<file path="src/rtl/hazard_ctrl_v_pkg.sv">
// hazard_ctrl_v_pkg: shared definitions for the ID-stage hazard controller and the EX stage.
// Contents: default register-address width, forwarding-select encodings, select priority helper.
// No ports; imported with hazard_ctrl_v_pkg::*.
package hazard_ctrl_v_pkg;

   localparam int REG_AW_DEF = 5;

   // Operand source selects seen by the EX-stage operand muxes.
   // 2'b11 is reserved and never produced.
   localparam logic [1:0] FWD_RF    = 2'b00;
   localparam logic [1:0] FWD_EXMEM = 2'b01;
   localparam logic [1:0] FWD_MEMWB = 2'b10;

   // The youngest producer (the one in EX) wins over the one in MEM.
   function automatic logic [1:0] fwd_pick(input logic ex_hit, input logic mem_hit);
      logic [1:0] sel;
      sel = FWD_RF;
      if (ex_hit) begin
         sel = FWD_EXMEM;
      end else if (mem_hit) begin
         sel = FWD_MEMWB;
      end
      return sel;
   endfunction

endpackage

</file>
<file path="src/rtl/hazard_ctrl_v_match.sv">
// hz_match_v: RAW comparator between one ID source register and one tracker entry.
// Ports: entry {valid, regwrite, rd}, source {use, addr} in; hit out (combinational).
// Register 0 never matches, because writes to x0 are discarded.
module hz_match_v
   import hazard_ctrl_v_pkg::*;
#(
   parameter int REG_AW = REG_AW_DEF
) (
   input  logic              ent_valid_i,
   input  logic              ent_regwrite_i,
   input  logic [REG_AW-1:0] ent_rd_i,
   input  logic              src_use_i,
   input  logic [REG_AW-1:0] src_i,
   output logic              hit_o
);

   assign hit_o = ent_valid_i & ent_regwrite_i & src_use_i
                & (ent_rd_i != '0) & (src_i == ent_rd_i);

endmodule

</file>
<file path="src/rtl/hazard_ctrl_v.sv">
// hazard_ctrl_v: ID-stage hazard controller. It tracks the producers in EX and MEM and drives
//   stall/idex_bubble (combinational) and forwA/forwB (registered, aligned with the ID/EX operands).
// Ports: clk, rst_n (sync, active-low); ID instruction fields and flush in;
//   stall, idex_bubble, forwA, forwB, isForw_ON, stall_cnt out.
// Build option HAZARD_FORWARD_EN: if defined, forwarding is used and only load-use stalls.
//   If undefined, the design is a full interlock that stalls on any EX/MEM match, and the selects stay at 00.
module hazard_ctrl_v
   import hazard_ctrl_v_pkg::*;
#(
   parameter int REG_AW = REG_AW_DEF
) (
   input  logic              clk,
   input  logic              rst_n,
   input  logic              id_valid,
   input  logic [REG_AW-1:0] id_rs1,
   input  logic [REG_AW-1:0] id_rs2,
   input  logic              id_use_rs1,
   input  logic              id_use_rs2,
   input  logic [REG_AW-1:0] id_rd,
   input  logic              id_regwrite,
   input  logic              id_memread,
   input  logic              flush,
   output logic              stall,
   output logic              idex_bubble,
   output logic [1:0]        forwA,
   output logic [1:0]        forwB,
   output logic              isForw_ON,
   output logic [31:0]       stall_cnt
);

   // Tracker: the instruction in EX and the one in MEM. The MEM entry does not need memread,
   // because a load in MEM is always satisfied by the MEM/WB bypass.
   logic              ex_vld_q,  ex_vld_d;
   logic [REG_AW-1:0] ex_rd_q,   ex_rd_d;
   logic              ex_rw_q,   ex_rw_d;
   logic              ex_mr_q,   ex_mr_d;
   logic              mem_vld_q, mem_vld_d;
   logic [REG_AW-1:0] mem_rd_q,  mem_rd_d;
   logic              mem_rw_q,  mem_rw_d;

   logic [1:0]        forw_a_q, forw_a_d;
   logic [1:0]        forw_b_q, forw_b_d;
   logic [31:0]       stall_cnt_q, stall_cnt_d;

   logic              use_a, use_b;
   logic              hit_ex_a, hit_ex_b, hit_mem_a, hit_mem_b;
   logic              any_ex_hit, load_use, hazard;

   // An empty ID slot reads nothing, so it can neither stall nor forward.
   assign use_a = id_valid & id_use_rs1;
   assign use_b = id_valid & id_use_rs2;

   hz_match_v #(.REG_AW(REG_AW)) u_match_ex_a (
      .ent_valid_i(ex_vld_q), .ent_regwrite_i(ex_rw_q), .ent_rd_i(ex_rd_q),
      .src_use_i(use_a), .src_i(id_rs1), .hit_o(hit_ex_a)
   );
   hz_match_v #(.REG_AW(REG_AW)) u_match_ex_b (
      .ent_valid_i(ex_vld_q), .ent_regwrite_i(ex_rw_q), .ent_rd_i(ex_rd_q),
      .src_use_i(use_b), .src_i(id_rs2), .hit_o(hit_ex_b)
   );
   hz_match_v #(.REG_AW(REG_AW)) u_match_mem_a (
      .ent_valid_i(mem_vld_q), .ent_regwrite_i(mem_rw_q), .ent_rd_i(mem_rd_q),
      .src_use_i(use_a), .src_i(id_rs1), .hit_o(hit_mem_a)
   );
   hz_match_v #(.REG_AW(REG_AW)) u_match_mem_b (
      .ent_valid_i(mem_vld_q), .ent_regwrite_i(mem_rw_q), .ent_rd_i(mem_rd_q),
      .src_use_i(use_b), .src_i(id_rs2), .hit_o(hit_mem_b)
   );

   assign any_ex_hit = hit_ex_a | hit_ex_b;
   // A load in EX has no result yet. The consumer waits one cycle and then picks it up from MEM/WB.
   assign load_use   = any_ex_hit & ex_mr_q;

`ifdef HAZARD_FORWARD_EN
   assign hazard    = load_use;
   assign isForw_ON = 1'b1;
`else
   // load_use is a subset of any_ex_hit. It is kept in the OR so the load flag still has a reader.
   assign hazard    = any_ex_hit | hit_mem_a | hit_mem_b | load_use;
   assign isForw_ON = 1'b0;
`endif

   // A redirect kills the ID instruction, so its hazard is irrelevant.
   assign stall       = hazard & ~flush;
   assign idex_bubble = stall | flush;

   always_comb begin
      // Producers always advance. A bubble is inserted when ID does not issue.
      mem_vld_d = ex_vld_q;
      mem_rd_d  = ex_rd_q;
      mem_rw_d  = ex_rw_q;
      ex_vld_d  = id_valid & ~idex_bubble;
      ex_rd_d   = id_rd;
      ex_rw_d   = id_regwrite;
      ex_mr_d   = id_memread;

      forw_a_d  = FWD_RF;
      forw_b_d  = FWD_RF;
`ifdef HAZARD_FORWARD_EN
      if (!idex_bubble) begin
         forw_a_d = fwd_pick(hit_ex_a, hit_mem_a);
         forw_b_d = fwd_pick(hit_ex_b, hit_mem_b);
      end
`endif

      stall_cnt_d = stall_cnt_q;
      if (stall && (stall_cnt_q != 32'hFFFF_FFFF)) begin
         stall_cnt_d = stall_cnt_q + 32'd1;
      end
   end

   always_ff @(posedge clk) begin
      if (!rst_n) begin
         ex_vld_q    <= 1'b0;
         ex_rd_q     <= '0;
         ex_rw_q     <= 1'b0;
         ex_mr_q     <= 1'b0;
         mem_vld_q   <= 1'b0;
         mem_rd_q    <= '0;
         mem_rw_q    <= 1'b0;
         forw_a_q    <= FWD_RF;
         forw_b_q    <= FWD_RF;
         stall_cnt_q <= 32'd0;
      end else begin
         ex_vld_q    <= ex_vld_d;
         ex_rd_q     <= ex_rd_d;
         ex_rw_q     <= ex_rw_d;
         ex_mr_q     <= ex_mr_d;
         mem_vld_q   <= mem_vld_d;
         mem_rd_q    <= mem_rd_d;
         mem_rw_q    <= mem_rw_d;
         forw_a_q    <= forw_a_d;
         forw_b_q    <= forw_b_d;
         stall_cnt_q <= stall_cnt_d;
      end
   end

   assign forwA     = forw_a_q;
   assign forwB     = forw_b_q;
   assign stall_cnt = stall_cnt_q;

endmodule

</file>
<file path="config.mk">
export PLATFORM = sky130hd
export DESIGN_NAME = hazard_ctrl_v
export DESIGN_NICKNAME = d
export VERILOG_FILES = /design/src/rtl/hazard_ctrl_v_pkg.sv /design/src/rtl/hazard_ctrl_v_match.sv /design/src/rtl/hazard_ctrl_v.sv
export SDC_FILE = /design/constraint.sdc
export NUM_CORES = 1
export LEC_CHECK = 0
export ABC_AREA = 0
export ABC_CLOCK_PERIOD_IN_PS = 3700
export CAP_MARGIN = 20
export CORE_MARGIN = 2
export CORE_UTILIZATION = 52
export CTS_CLUSTER_DIAMETER = 40
export CTS_CLUSTER_SIZE = 28
export DETAILED_ROUTE_END_ITERATION = 6
export GPL_TIMING_DRIVEN = 0
export PLACE_DENSITY_LB_ADDON = 0.25
export SLEW_MARGIN = 10
export SYNTH_ARGS = -nofsm -noshare
export SYNTH_HDL_FRONTEND = slang
export SYNTH_HIERARCHICAL = 1
export SYNTH_SLANG_ARGS = --single-unit
</file>
<file path="constraint.sdc">
create_clock -name clk -period 3.7 [get_ports clk]
set_input_delay 0.37 -clock clk [delete_from_list [all_inputs] [get_ports clk]]
set_output_delay 0.37 -clock clk [all_outputs]
set_load 0.05 [all_outputs]
</file>
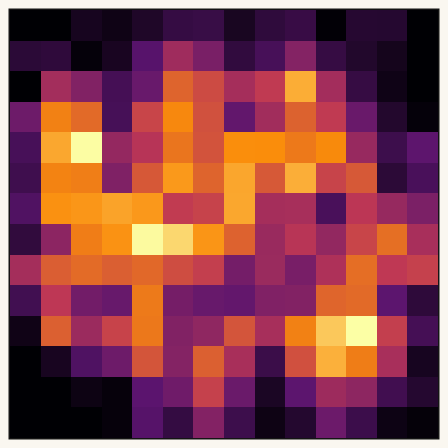
Figure 1: run 1, signal metal coverage by tile.
The die is cut into 14 by 14 equal tiles; black is low, pale yellow is high, scaled to the fullest tile. Values are wire area over tile area, all layers added.
mean over tiles = 0.18
nearly empty tiles = 9.2%
tiles over half the peak = 36%
fullest tile = 0.46

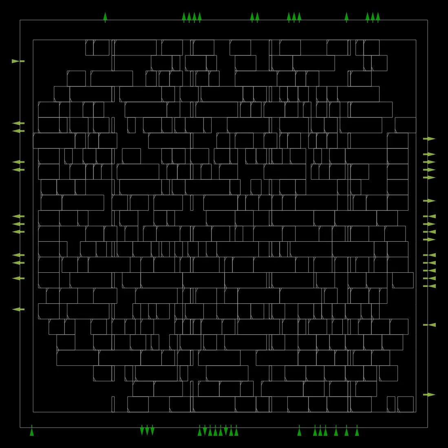
Figure 2: run 1, cell outlines without signal wires.
# fillers: 375
# rows: 24
non-filler cells in the finished layout: 387
tap cells: 52

==> git commit body, run 1 <==
Log flow metrics for this revision

* Clock sink total: around 46
* Total Routed Length: 5640 um
- Clock latency at the later pin of the worst-skew pair: roughly 300 ps
* Category of the worst setup path launch point: flop
* Net Switching: 207 uW
* Path category of the worst min-delay check: flop to flop
- Area of the synthesized netlist per yosys stat: between 2000 and 2500 um2
- Combinational fraction of design power: 9.9%
- Final weighted congestion in routability-driven placement: ~0.84
- DRC marker count from the first detailed-route iteration: approximately 130
* Top area cells in the synthesized netlist: dfxtp_1 (39%), xnor2_1 (7.4%), nand4_1 (4.2%)
- For reference, simple AND, OR, NAND and NOR cells occupy around 30% of the area reported after synthesis.
- Detail Placement HPWL: a little over 4000 um
- CTS added clock buffers totalling 5.
- Area share, top type: roughly two fifths
- In this run the worst path has a maximum fanout of 6.
- The synthesized netlist handed to floorplanning was reported with a cell count of 269.
* Post-synth top area cell: dfxtp_1
* Worst endpoint required time: roughly 3300 ps
- The run finished with clean final reports.
- Syn_area_per_cell: 8.80 um2
- Per the timing report, the achievable frequency comes out to 307 MHz.
* Register area share after synthesis: between 30 and 40%
- Complex-gate fraction of the synthesized area: between 10% and 20%
- Number of antenna cells inserted: 0
- OpenROAD reports that the post-layout worst path occupies between 80 and 90% of the period.
- Final clock skew: 7.84 ps
- The tool warning count for the run is 27.
- Part of the total power dissipated in sequential elements: between 50 and 60%
- Count of library flops with an enable pin: 0
* Average wire per standard cell: approximately 15 um
- Once the clock tree was built, the resizer swapped 0 gates to a different size.
- Worst EP arrival: just under 3000 ps
- Overall chip area: slightly above 5000 um2
- TritonCTS built the clock tree.
* #FFs+latches synth: 46
- Post-route minimum period: 3260 ps
- The number of global-route vias before repair came to slightly above 2k.
* Slew at the pin closest to its max-slew limit: ~650 ps
- In this run the number of H-tree levels came out at 2.
- The initial antenna violation count came to 0.
- For this run, the total global-route usage over all layers was measured as 22.7%.
* Post-synth ARST share: 0%
- Cell Type Count: 39
* Dominant register cell in the synthesized netlist: dfxtp_1
- GR Overflow Total: 0
* Power share of the clock group: 32.4%
- During I/O placement, the number of pins put on the boundary was between 60 and 70.
* Fin nets: between 300 and 400
* Main combinational cell family by area after synthesis: simple AND/OR/NAND/NOR gates
- # Cells Yosys: around 270
* Die height: a little over 70 um
* Worst supply voltage drop on vdd: between 0.15 and 0.2 mV
* Yosys Warn Count: 6
- The internal portion of the total power is between 600 and 700 uW.
- The horizontal die dimension reported for this design is ~71 um.
- Entering global routing, the biggest net connects 13 pins.
- Maximum number of buffers from clock root to sink: 2
- Area taken by multi-input logic gates: 1340 um2
* Max_cap viols: 0
* Headroom to the max-slew limit: a little under three fifths
- DR vias/cell: ~5.7
- In this run, the synthesized area fraction spent on xor and xnor cells is recorded as under 10%.
- Summing the areas of all fa, ha and maj instances in the mapped netlist gives 0.528% of the synthesized area.
* P&R area growth vs syn: 29.8%
- Initial cell density of the core: about 54%
- The power report puts the leakage power at ~0.96 nW.
- The layout report lists the combined flip-flop and latch area as around 920 um2.
- Number of hold violations in the final report: 0
* Unrepaired setup endpoints after global routing: false
- Count of hold buffers inserted by post-cts repair: 0
- Switch share: roughly a quarter
* Critical path type: flop to primary output
* Post-detailed-route DRC marker count: 0
- Across all layers, the routed design uses 2219 vias.
- The worst setup path is captured at a primary output.
- Global-route wire length before repair: approximately 9400 um
- During placement, the flow inserted port buffers numbering approximately 55.
- In this run the clock root is driven by a clkbuf_8.
* Pwr per Cell Area: approximately 290 nW/um2
- Antenna Nets Post-Route: 0
* CORE AREA: about 4400 um2
- Buffers added to address setup during post-CTS repair amount to 0.
- Final setup TNS: 0 ps
- Clock slew seen by the registers of the worst setup and hold paths: 80 ps
- Final hold slack: about 500 ps
- Overall power consumption: 884 uW
- Share of cells above drive strength 1: between 10% and 20%
- Final number of setup-violating endpoints: 0
* Count of TritonRoute iterations in the first routing pass: 4
- Number of max-slew violations in the final report: 0
- MUX share of area: less than 1%
* Netlist area before placement: 2370 um2
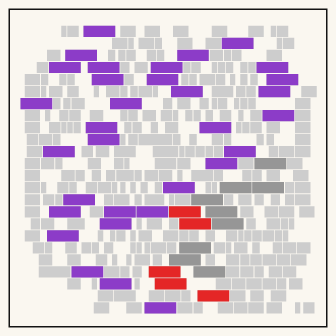
Figure 3: run 1, where the registers sit.
Other sequential cells in the stronger grey, the rest of the logic in the fainter grey.
purple -> `stall_cnt`  # placed flops 32
red -> `ex_rd_q`  # placed flops 5, where bottom centre
not coloured = 9

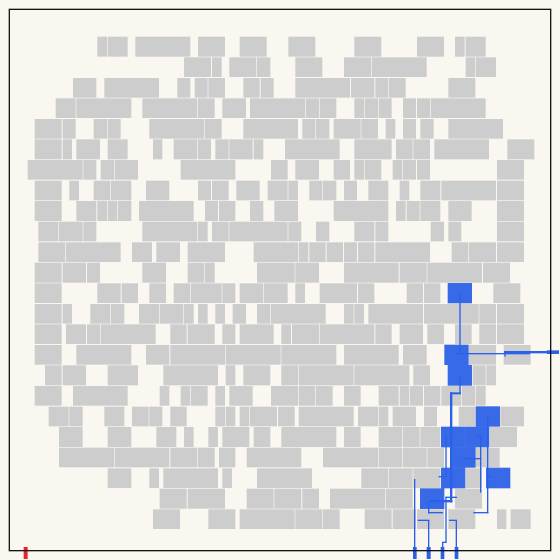
Figure 4: run 1, nets reached from selected ports.
red -> `id_memread`  # direction input, edge bottom, end cells 0
blue -> `id_rs2`  # direction input, edge 4 bottom, 1 right, end cells 10, wire 106 um

run 1: power by group through the flow:
stage,sequential [mW],combinational (mW),clock [mW]
2_1_floorplan,0.519,0.0536,0
3_3_place_gp,0.522,0.0856,0
3_5_place_dp,0.522,0.0869,0
4_1_cts,0.510,0.0874,0.289
5_1_grt,0.511,0.0945,0.304
6_report,0.510,0.0874,0.286
run 1: cell usage after synthesis, types with 3 or more instances:
library cell,instances
dfxtp_1,46
xnor2_1,20
a21oi_1,18
nand2_1,16
nand4_1,16
and2_1,15
o21ai_0,13
nand3_1,12
nor2_1,12
or3_1,12
o31ai_1,9
or4_2,7
a21oi_2,6
buf_4,6
or4_1,6
clkbuf_1,5
nor4_1,5
xor2_1,5
inv_1,4
nor3_1,4
or3_2,4
and4_1,3
nand2b_1,3
run 1: flip-flops by register name, indices dropped and copies added (netlist names):
name       cells
ex_rw_q        1
mem_rw_q       1
stall_cnt     32
mem_rd_q       5
ex_rd_q        5
ex_vld_q       1
mem_vld_q      1
run 1: layout make-up:
cell class / instances / share of cell area (%)
plain buffers: 15 / 3.42
inverters: 4 / 0.488
well taps: 52 / 2.12
clock buffers: 7 / 2.48
multi-input cells: 208 / 43.7
repair buffers: 55 / 17.9
flip-flops and latches: 46 / 29.9
run 1: cells in the final DEF (no fill, tap or decap), drive strengths merged:
master,count
o21ai,17
nand2,16
or2,1
ha,1
nor4,5
o2111ai,2
mux2i,2
nand4,16
clkbuf,12
nor4b,1
clkdlybuf4s50,55
xor2,5
buf,10
dfxtp,46
or4,14
and4,3
nand3,12
or3,16
xnor2,20
o31ai,10
nor3,4
and3,2
and2,15
o311ai,2
a21oi,24
nand2b,3
conb,5
inv,4
nor2,12
run 1: metrics by stage:
stage / utilization (%) / instance area [um2] / instances / setup WS, ps
global route: 70.1 / 3080 / 387 / 271
detailed placement: 68.4 / 3000 / 380 / 556
finish: 70.1 / 3080 / 387 / 445
floorplan: - / 2380 / 273 / 804
global placement: 68.4 / 3000 / 380 / 619
CTS: 70.1 / 3080 / 387 / 417
run 1: logic make-up (layout without fill, tap and decap cells):
family                     after synthesis  in the layout
muxes                                    2              2
adders and majority gates                1              1
DFF                                     46             46
AOI/OAI and AO/OA                       55             55
and+or+nand+nor                        120            120
buffers and inverters                   19             81
other                                    1              5
xor gates and xnor gates                25             25
run 1: routing by layer:
layer,global-route usage [%],up-vias,share of wire (%)
met2,37.7,70,48
met5,0,-,0
met3,3.23,9,5.3
met1,30.4,1026,45
li1,-,1114,-
met4,7.97,0,1.5
run 1: critical path, cell delays in order (launching register included):
cell and delay, ps:
dfxtp_1 360, or4_1 540, nor2_1 100, nor3_1 60, nor4_1 520, nor2_1 260, clkdlybuf4s50_1 760
run 1: worst paths after layout:
check / start / endpoint / slack [ps] / depth (start not counted)
max: ex_rd_q[1] / stall / 440 / 6
min: stall_cnt[14] / stall_cnt[14] / 500 / 2
max reg2reg: ex_rd_q[1] / stall_cnt[0] / 1000 / 10
min reg2reg: stall_cnt[14] / stall_cnt[14] / 500 / 2
Figure 5. Signal wires on met3 (run 1).
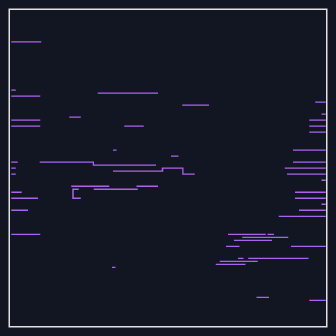

==> inputs of run 2 (changes only) <==
--- a/config.mk
+++ b/config.mk
@@ -14,7 +14,7 @@
 export CTS_CLUSTER_SIZE = 28
 export DETAILED_ROUTE_END_ITERATION = 6
 export GPL_TIMING_DRIVEN = 0
-export PLACE_DENSITY_LB_ADDON = 0.25
+export PLACE_DENSITY = 0.85
 export SLEW_MARGIN = 10
 export SYNTH_ARGS = -nofsm -noshare
 export SYNTH_HDL_FRONTEND = slang
==> constraint.sdc (replaced) <==
create_clock -name clk -period 3.7 [get_ports clk]
set_input_delay 0.37 -clock clk [delete_from_list [all_inputs] [get_ports clk]]
set_output_delay 0.37 -clock clk [all_outputs]
set_load 0.01 [all_outputs]
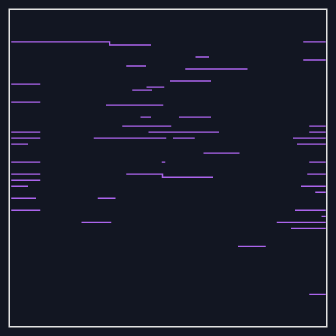
Figure 6: run 2, signal wires on met3.
longest straight run = 22.1 um
wire length on this layer = 318 um

==> run 2 against run 1 <==
Net effect:
- maximum frequency up 4.7%
- via count up 1.5%
- worst setup slack better by 150 ps
- critical path depth unchanged
- final cell count up 0.26%
- global-route usage down 0.40 points
- clock skew down 4.1 ps
==> git commit body, run 2 <==
Log flow metrics for this revision

* Run status: finished clean
- STA classifies the critical path endpoint as a primary output.
* Dominant register cell in the synthesized netlist: dfxtp_1
- Initial cell density of the core: 54.0% (unchanged)
- Most numerous logic cells after layout: clkdlybuf4s50_1 (55), dfxtp_1 (46), xnor2_1 (20)
- Count of library flops with an enable pin: 0 (unchanged)
- Vias in the first global route: 2043 (+1.1%)
* Final hold slack: 491 ps (-6.25 ps)
* Commonest cells in the synthesized netlist: dfxtp_1 (46), xnor2_1 (20), a21oi_1 (18)
- Setup repair after global routing left no endpoint under its margin.
- Final setup TNS: 0 ps (unchanged)
- The maximum root-to-sink buffer count is 2 (unchanged).
* Number of max-slew violations in the final report: 0 (unchanged)
- The sequential cell area is 921 um2 (unchanged).
- Via total after detailed routing: 2252 (+1.5%)
* Max_cap viols: 0 (unchanged)
* Clock H-tree levels: 2 (unchanged)
* Number of placed I/O pins: 62 (unchanged)
- Global-route track usage on met1: 29.8% (-0.64 points)
- Post-detailed-route DRC marker count: 0 (unchanged)
- The tree is rooted in a clkbuf_8.
* Clock latency at the later pin of the worst-skew pair: 290 ps (about the same)
* Yosys Warn Count: 6 (unchanged)
* Worst EP arrival: 2740 ps (-150 ps)
* Category of the worst setup path launch point: flop
* Share of cells above drive strength 1: 11.9% (+0.56 points)
- The clock buffer count from CTS was 5 (unchanged).
- The worst slew margin relative to its limit came to 56.2% (-0.16 points).
* Int Pwr: 698 uW (+3.0%)
* Path category of the worst min-delay check: flop to flop
* Syn_area_per_cell: 8.80 um2 (unchanged)
- Top area cells in the synthesized netlist: dfxtp_1 (39%), xnor2_1 (7.4%), nand4_1 (4.2%)
* Final clock skew: 3.77 ps (-4.07 ps)
* Dominant cell type by count on the critical path: nor2_1
* Pre-CTS setup slack: 616 ps (+60.0 ps)
- The area fraction of the dominant cell type after synthesis came to 38.9% (unchanged).
* Total Routed Length: 5650 um (+0.16%)
* Global-route wire length before repair: 9250 um (-1.1%)
- The hold violation total from the final report was 0 (unchanged).
- The count of input and output buffers came to 55 (unchanged).
* Area taken by multi-input logic gates: 1340 um2 (unchanged)
* Power share of the clock group: 34.6% (+2.2 points)
* Slew at the pin closest to its max-slew limit: 656 ps (+2.35 ps)
* Switch share: 22.3% (-1.1 points)
* Clock sink total: 46 (unchanged)
- Post-synth top area cell: dfxtp_1
* Overall power consumption: 898 uW (+1.6%)
* Worst endpoint required time: 3330 ps (about the same)
* Cells along the critical path: or4_1 -> nor2_1 -> nor3_1 -> nor4_1 -> nor2_1 -> clkdlybuf4s50_1
- Final worst-path cycle share: 84.0% (-4.0 points)
- Number of antenna cells inserted: 0 (unchanged)
* Antenna Nets Post-Route: 0 (unchanged)
* Achievable frequency: 322 MHz (+4.7%)
- Area of the synthesized netlist per yosys stat: 2370 um2 (unchanged)
- Global route hottest layer: met2
- Clock slew seen by the registers of the worst setup and hold paths: 80 ps (about the same)
* Global-route track usage on met3: 4.78% (+1.5 points)
- Post-route minimum period: 3110 ps (-146 ps)
* Pwr per Cell Area: 291 nW/um2 (+1.1%)
- The number of flip-flops under the largest register name was 32 (unchanged).
* Cell Type Count: 39 (unchanged)
- Count of TritonRoute iterations in the first routing pass: 4 (unchanged)
- Count of hold buffers inserted by post-cts repair: 0 (unchanged)
* Fin nets: 359 (unchanged)
* Post-synth ARST share: 0% (unchanged)
- By instance count, the leading cell after synthesis is dfxtp_1.
* Worst supply voltage drop on vdd: 0.170 mV (-2.9%)
- Net Switching: 200 uW (-3.0%)
- Critical path type: flop to primary output
- The HPWL after detailed placement was 4250 um (+2.8%).
- The area enclosed by the die boundary is 5110 um2 (unchanged).
* GR Overflow Total: 0 (unchanged)
- Final number of setup-violating endpoints: 0 (unchanged)
- The biggest cell delay along the critical path was 550 ps (-210 ps).
- Post-CTS Resized: 0 (unchanged)
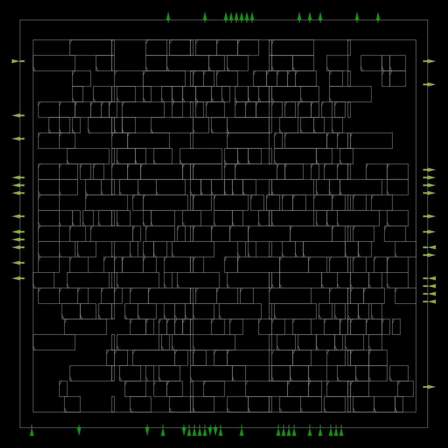
Figure 7: run 2, cell outlines without signal wires.
Flops: 46
fraction of area in registers: 29.8%
# fillers: 357
CORE AREA: 4380 um2
fin util: 70.5%

[run 2: cells by family after synthesis]
logic type / Yosys count / synth area share (%)
simple gates: 120 / 29.8
compound gates: 55 / 15.5
flops: 46 / 38.9
xor+xnor: 25 / 9.24
buf+inv: 19 / 5.07
mux: 2 / 0.845
fa+ha+maj: 1 / 0.528
other cells: 1 / 0.158
[run 2: final timing paths]
| path | startpoint | to | slack, ps | cells after the start |
|---|---|---|---|---|
| max reg2reg | ex_rd_q[1] | stall_cnt[0] | 940 | 10 |
| min reg2reg | stall_cnt[14] | stall_cnt[14] | 490 | 2 |
| max | ex_rd_q[1] | stall | 590 | 6 |
| min | stall_cnt[14] | stall_cnt[14] | 490 | 2 |
[run 2: per-stage QoR]
stage	util, %	cells	area (um2)
2_1_floorplan	-	273	2380
3_3_place_gp	68.4	380	3000
3_5_place_dp	68.4	380	3000
4_1_cts	70.5	388	3090
5_1_grt	70.5	388	3090
6_report	70.5	388	3090
[run 2: critical path: cells and delay by family (launching register included)]
kind	cells	cell delay, ps
buffers and inverters	1	550
flip-flops	1	370
AND/OR/NAND/NOR	5	1530
[run 2: final cells by class]
type,instances,share of cell area [%]
repair buffers,55,17.8
well taps,52,2.11
clock inverters,1,0.162
plain buffers,15,3.40
inverters,4,0.486
clock buffers,7,2.79
flip-flops and latches,46,29.8
multi-input cells,208,43.4
[run 2: power groups by stage]
stage	logic, mW	registers [mW]	clock network (mW)
final	0.0769	0.511	0.311
after global routing	0.0831	0.511	0.336
after CTS	0.0769	0.510	0.315
after detailed placement	0.0765	0.522	0
after global placement	0.0742	0.522	0
after floorplan	0.0428	0.519	0
[run 2: metal layers]
layer  up-vias  share of wire [%]
met2        62                 49
met4         0               0.69
li1       1114                  -
met3         6                5.6
met5         -                  0
met1      1070                 45
Figure 8. Nets reached from selected ports (run 2).
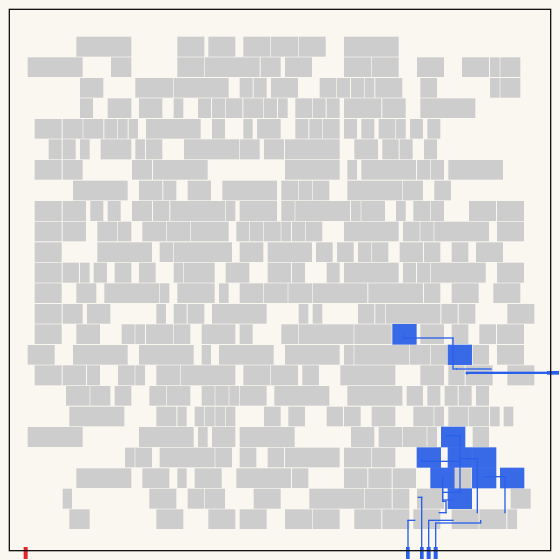

==> inputs of run 3 (changes only) <==
--- a/config.mk
+++ b/config.mk
@@ -6,15 +6,15 @@
 export NUM_CORES = 1
 export LEC_CHECK = 0
 export ABC_AREA = 0
-export ABC_CLOCK_PERIOD_IN_PS = 3700
+export ABC_CLOCK_PERIOD_IN_PS = 3100
 export CAP_MARGIN = 20
 export CORE_MARGIN = 2
-export CORE_UTILIZATION = 52
+export CORE_UTILIZATION = 48
 export CTS_CLUSTER_DIAMETER = 40
 export CTS_CLUSTER_SIZE = 28
 export DETAILED_ROUTE_END_ITERATION = 6
 export GPL_TIMING_DRIVEN = 0
-export PLACE_DENSITY = 0.85
+export PLACE_DENSITY = 0.79
 export SLEW_MARGIN = 10
 export SYNTH_ARGS = -nofsm -noshare
 export SYNTH_HDL_FRONTEND = slang
==> constraint.sdc (replaced) <==
create_clock -name clk -period 3.1 [get_ports clk]
set_input_delay 0.31 -clock clk [delete_from_list [all_inputs] [get_ports clk]]
set_output_delay 0.31 -clock clk [all_outputs]
set_load 0.01 [all_outputs]
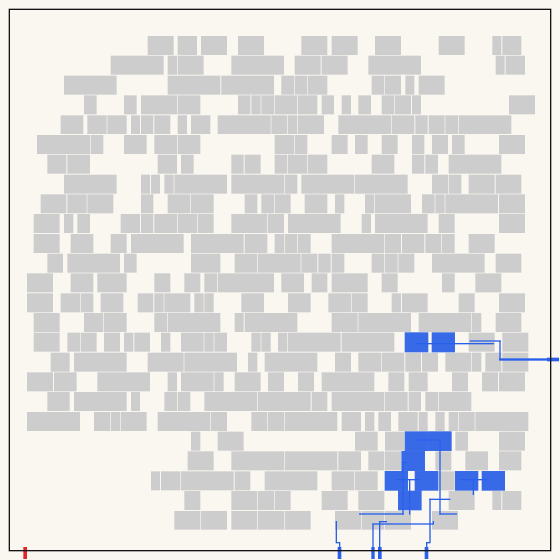
Figure 9: run 3, nets reached from selected ports.
blue -> `id_rs2`  # direction input, edge 4 bottom, 1 right, end cells 10, wire 97.2 um
red -> `id_memread`  # direction input, edge bottom, end cells 0
number of port buffers: 55
number of placed I/O pins: 62

==> run 3 against run 2 <==
Net effect:
- sequential share of layout area shrank 0.096 points
- synthesized cell count unchanged
- synthesized area unchanged
- combinational power up 19%
- global-route usage decreased by 1.5 points
- critical path depth unchanged
- total power grew 16%
- largest power group unchanged
- clock skew down 1.3 ps
- via count fell by 2.2%
- highest routed layer unchanged
- critical path type unchanged
- final cell count increased by 3.6%
- non-clock buffer count unchanged
- die area rose by 7.9%
==> git commit body, run 3 <==
Log flow metrics for this revision

- Critical path peak fanout: 6
- Final clock skew: 2.50 ps (-1.27 ps)
* Post-synth ARST share: 0% (unchanged)
- Total Routed Length: 5420 um (-4.0%)
- Combinational fraction of design power: under 10%
* X dimension of the die: 74.2 um
- The share of total power dissipated in sequential elements is 58.7%.
- The area fraction of the dominant cell type after synthesis came to 38.9% (unchanged).
- Count of TritonRoute iterations in the first routing pass: 4 (unchanged)
- The worst hold margin is 501 ps (+9.47 ps).
- The yosys warning tally is 6 (unchanged).
* DRC marker count from the first detailed-route iteration: approximately 140
- Number of hold violations in the final report: 0 (unchanged)
- The post-route DRC violation count is 0 (unchanged).
- The number of clock sinks came to 46 (unchanged).
- Largest register FFs: 32 (unchanged)
- Setup repair after global routing left no endpoint under its margin.
- The final number of max-transition violations was 0 (unchanged).
- Overall chip area: 5510 um2 (+7.9%)
- Placed cell count: 395 (+3.9%)
- The number of diodes added for antenna fixing came to 0 (unchanged).
- After synthesis the cells add up to 2370 um2.
* Initial cell density of the core: 49.8% (-4.2 points)
* Share of cells above drive strength 1: 11.6% (-0.26 points)
- Clock tree from TritonCTS: built
* Top cell excl fill/tap: clkdlybuf4s50_1
* Global-route wire length before repair: 9090 um (-1.7%)
* Cell with the most instances after synthesis: dfxtp_1
- Detail Placement HPWL: 4060 um (-4.3%)
- Clock H-tree levels: 2 (unchanged)
* Final number of setup-violating endpoints: 0 (unchanged)
- The number of enable flip-flop cells came to 0 (unchanged).
- The peak supply drop is 0.240 mV (+42%).
- For reference, the top cells by area after synthesis are dfxtp_1 (39%), xnor2_1 (7.4%), nand4_1 (4.2%).
- In this run the static leakage power is 0.960 nW.
- The synthesized netlist handed to floorplanning was reported with a cell count of 269.
* Switch share: 22.1% (-0.16 points)
* Dominant register cell in the synthesized netlist: dfxtp_1
- Die height: around 74 um
* Fin nets: 359 (unchanged)
- GR Overflow Total: 0 (unchanged)
- # Cells Yosys: between 200 and 300
- The worst setup path is of the flop to primary output kind.
- Sorting the synthesized cells by how often they occur yields dfxtp_1 (46), xnor2_1 (20), a21oi_1 (18).
- Via total after detailed routing: 2203 (-2.2%)
* Vias in the first global route: 2074 (+1.5%)
- P&R area growth vs syn: 30.9%
- Final worst-path cycle share: between 90% and 100%
- The internal power contribution is 809 uW (+16%).
- Maximum number of pins on one net before global-route repair: 13
* Final setup TNS: 0 ps (unchanged)
* Category of the worst setup path launch point: flop
* Maximum number of buffers from clock root to sink: 2 (unchanged)
- Final weighted congestion in routability-driven placement: between 0.7 and 0.8
* Achievable frequency: 351 MHz
- Headroom to the max-slew limit: 55.6% (-0.60 points)
* Power share of the clock group: 32.6% (-2.0 points)
* Run status: finished clean
- Initial antenna violation count: 0
* Net Switching: 230 uW (+15%)
* Post-synth top area cell: dfxtp_1
* Num CTS Buffers: 5 (unchanged)
- Root buffer cell: clkbuf_8
- The data arrival time at the worst-slack endpoint is 2540 ps (-200 ps).
* DR vias/cell: between 5 and 6
* Clock latency at the later pin of the worst-skew pair: 290 ps (about the same)
- #FFs+latches synth: 46
- Register area share after synthesis: 38.9%
- The worst setup path is captured at a primary output.
* Post-route minimum period: about 2800 ps
* Worst endpoint required time: 2790 ps (-540 ps)
- According to the hold report, the worst path is of the flop to flop type.
- Antenna Nets Post-Route: 0 (unchanged)
* Most numerous logic cells after layout: clkdlybuf4s50_1 (55), dfxtp_1 (46), xnor2_1 (20)
* Total track usage: between 20% and 30%
- The number of warnings reported in the stage logs is 27.
- Syn_area_per_cell: 8.80 um2 (unchanged)
- The final cell count without fillers is 402 (+3.6%).
* Pwr per Cell Area: 335 nW/um2 (+15%)
- The script logs the mean routed wire length per placed instance as 13.5 um.
- The tally of unique sky130hd cells used after synthesis came to 39 (unchanged).
- Clock slew seen by the registers of the worst setup and hold paths: 80 ps (about the same)
- The Yosys chip area came to 2370 um2 (unchanged).
- Slew at the pin closest to its max-slew limit: 665 ps (+8.94 ps)
- Max_cap viols: 0 (unchanged)
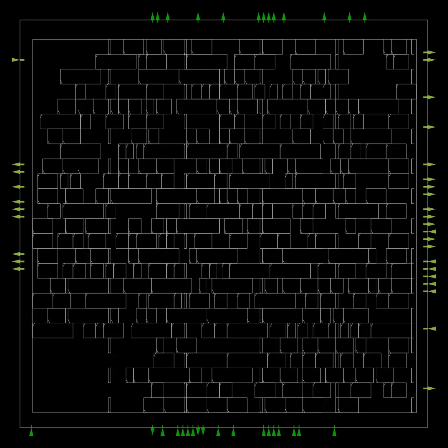
Figure 10: run 3, cell outlines without signal wires.
tap cells: 67
CORE AREA: 4750 um2
fraction of area in registers: 29.7%
# rows: 25

[run 3: cell counts after synthesis]
Identical to the previous run, type by type.
[run 3: cells by family after synthesis]
group / synth area share, %
AND-OR/OR-AND: 15.5
XOR/XNOR: 9.24
adder cells (fa/ha/maj): 0.528
buffers and inverters: 5.07
flip-flops: 38.9
multiplexers: 0.845
other: 0.158
AND/OR/NAND/NOR: 29.8
[run 3: worst max-delay path: stages (launching register included)]
cell	delay, ps
dfxtp_1	370
or4_1	540
nor2_1	100
nor3_1	70
nor4_2	410
nor2_1	220
clkdlybuf4s50_1	530
[run 3: metrics by stage]
step	area, um2	power [mW]	util [%]	worst slack, ps
6_report	3100	1.04	65.2	251
3_5_place_dp	3020	0.714	63.5	95.6
5_1_grt	3100	1.08	65.2	70.4
3_3_place_gp	3020	0.712	63.5	120
4_1_cts	3090	1.05	65.1	64.4
2_1_floorplan	2380	0.671	-	784
[run 3: area by class of cell]
type | instances | area, um2
well taps | 67 | 83.8
clock buffers | 7 | 76.3
inverters | 4 | 15.0
repair buffers | 55 | 551
plain buffers | 15 | 105
multi-input cells | 208 | 1350
fillers | 414 | 1650
flip-flops and latches | 46 | 921
[run 3: timing repair]
action	in CTS	in global routing
setup buffers	0	0
hold buffers	0	0
gates resized	0	1
setup endpoints to repair	0	1
[run 3: routing by layer]
| metal | share of wire (%) | routed length (um) | vias up | GRT usage (%) |
|---|---|---|---|---|
| met5 | 0 | 0 | - | 0 |
| met4 | 0.94 | 51 | 0 | 6.15 |
| met3 | 6.0 | 323 | 5 | 4.20 |
| met2 | 47 | 2540 | 61 | 34.3 |
| met1 | 46 | 2510 | 1029 | 27.8 |
| li1 | - | - | 1108 | - |
[run 3: power groups by stage]
stage	logic [mW]	registers, mW	clock network, mW
finish	0.0912	0.609	0.338
CTS	0.0914	0.609	0.352
global route	0.0996	0.611	0.368
global placement	0.0891	0.623	0
floorplan	0.0511	0.620	0
detailed placement	0.0909	0.623	0
[run 3: worst paths after layout]
check                 from       endpoint  slack (ps)  cells after the start
min reg2reg  stall_cnt[14]  stall_cnt[14]         500                      2
min          stall_cnt[14]  stall_cnt[14]         500                      2
max             ex_rd_q[1]          stall         250                      6
max reg2reg     ex_rd_q[2]  stall_cnt[30]         440                      8
Power is estimated from default activity; no workload was simulated.
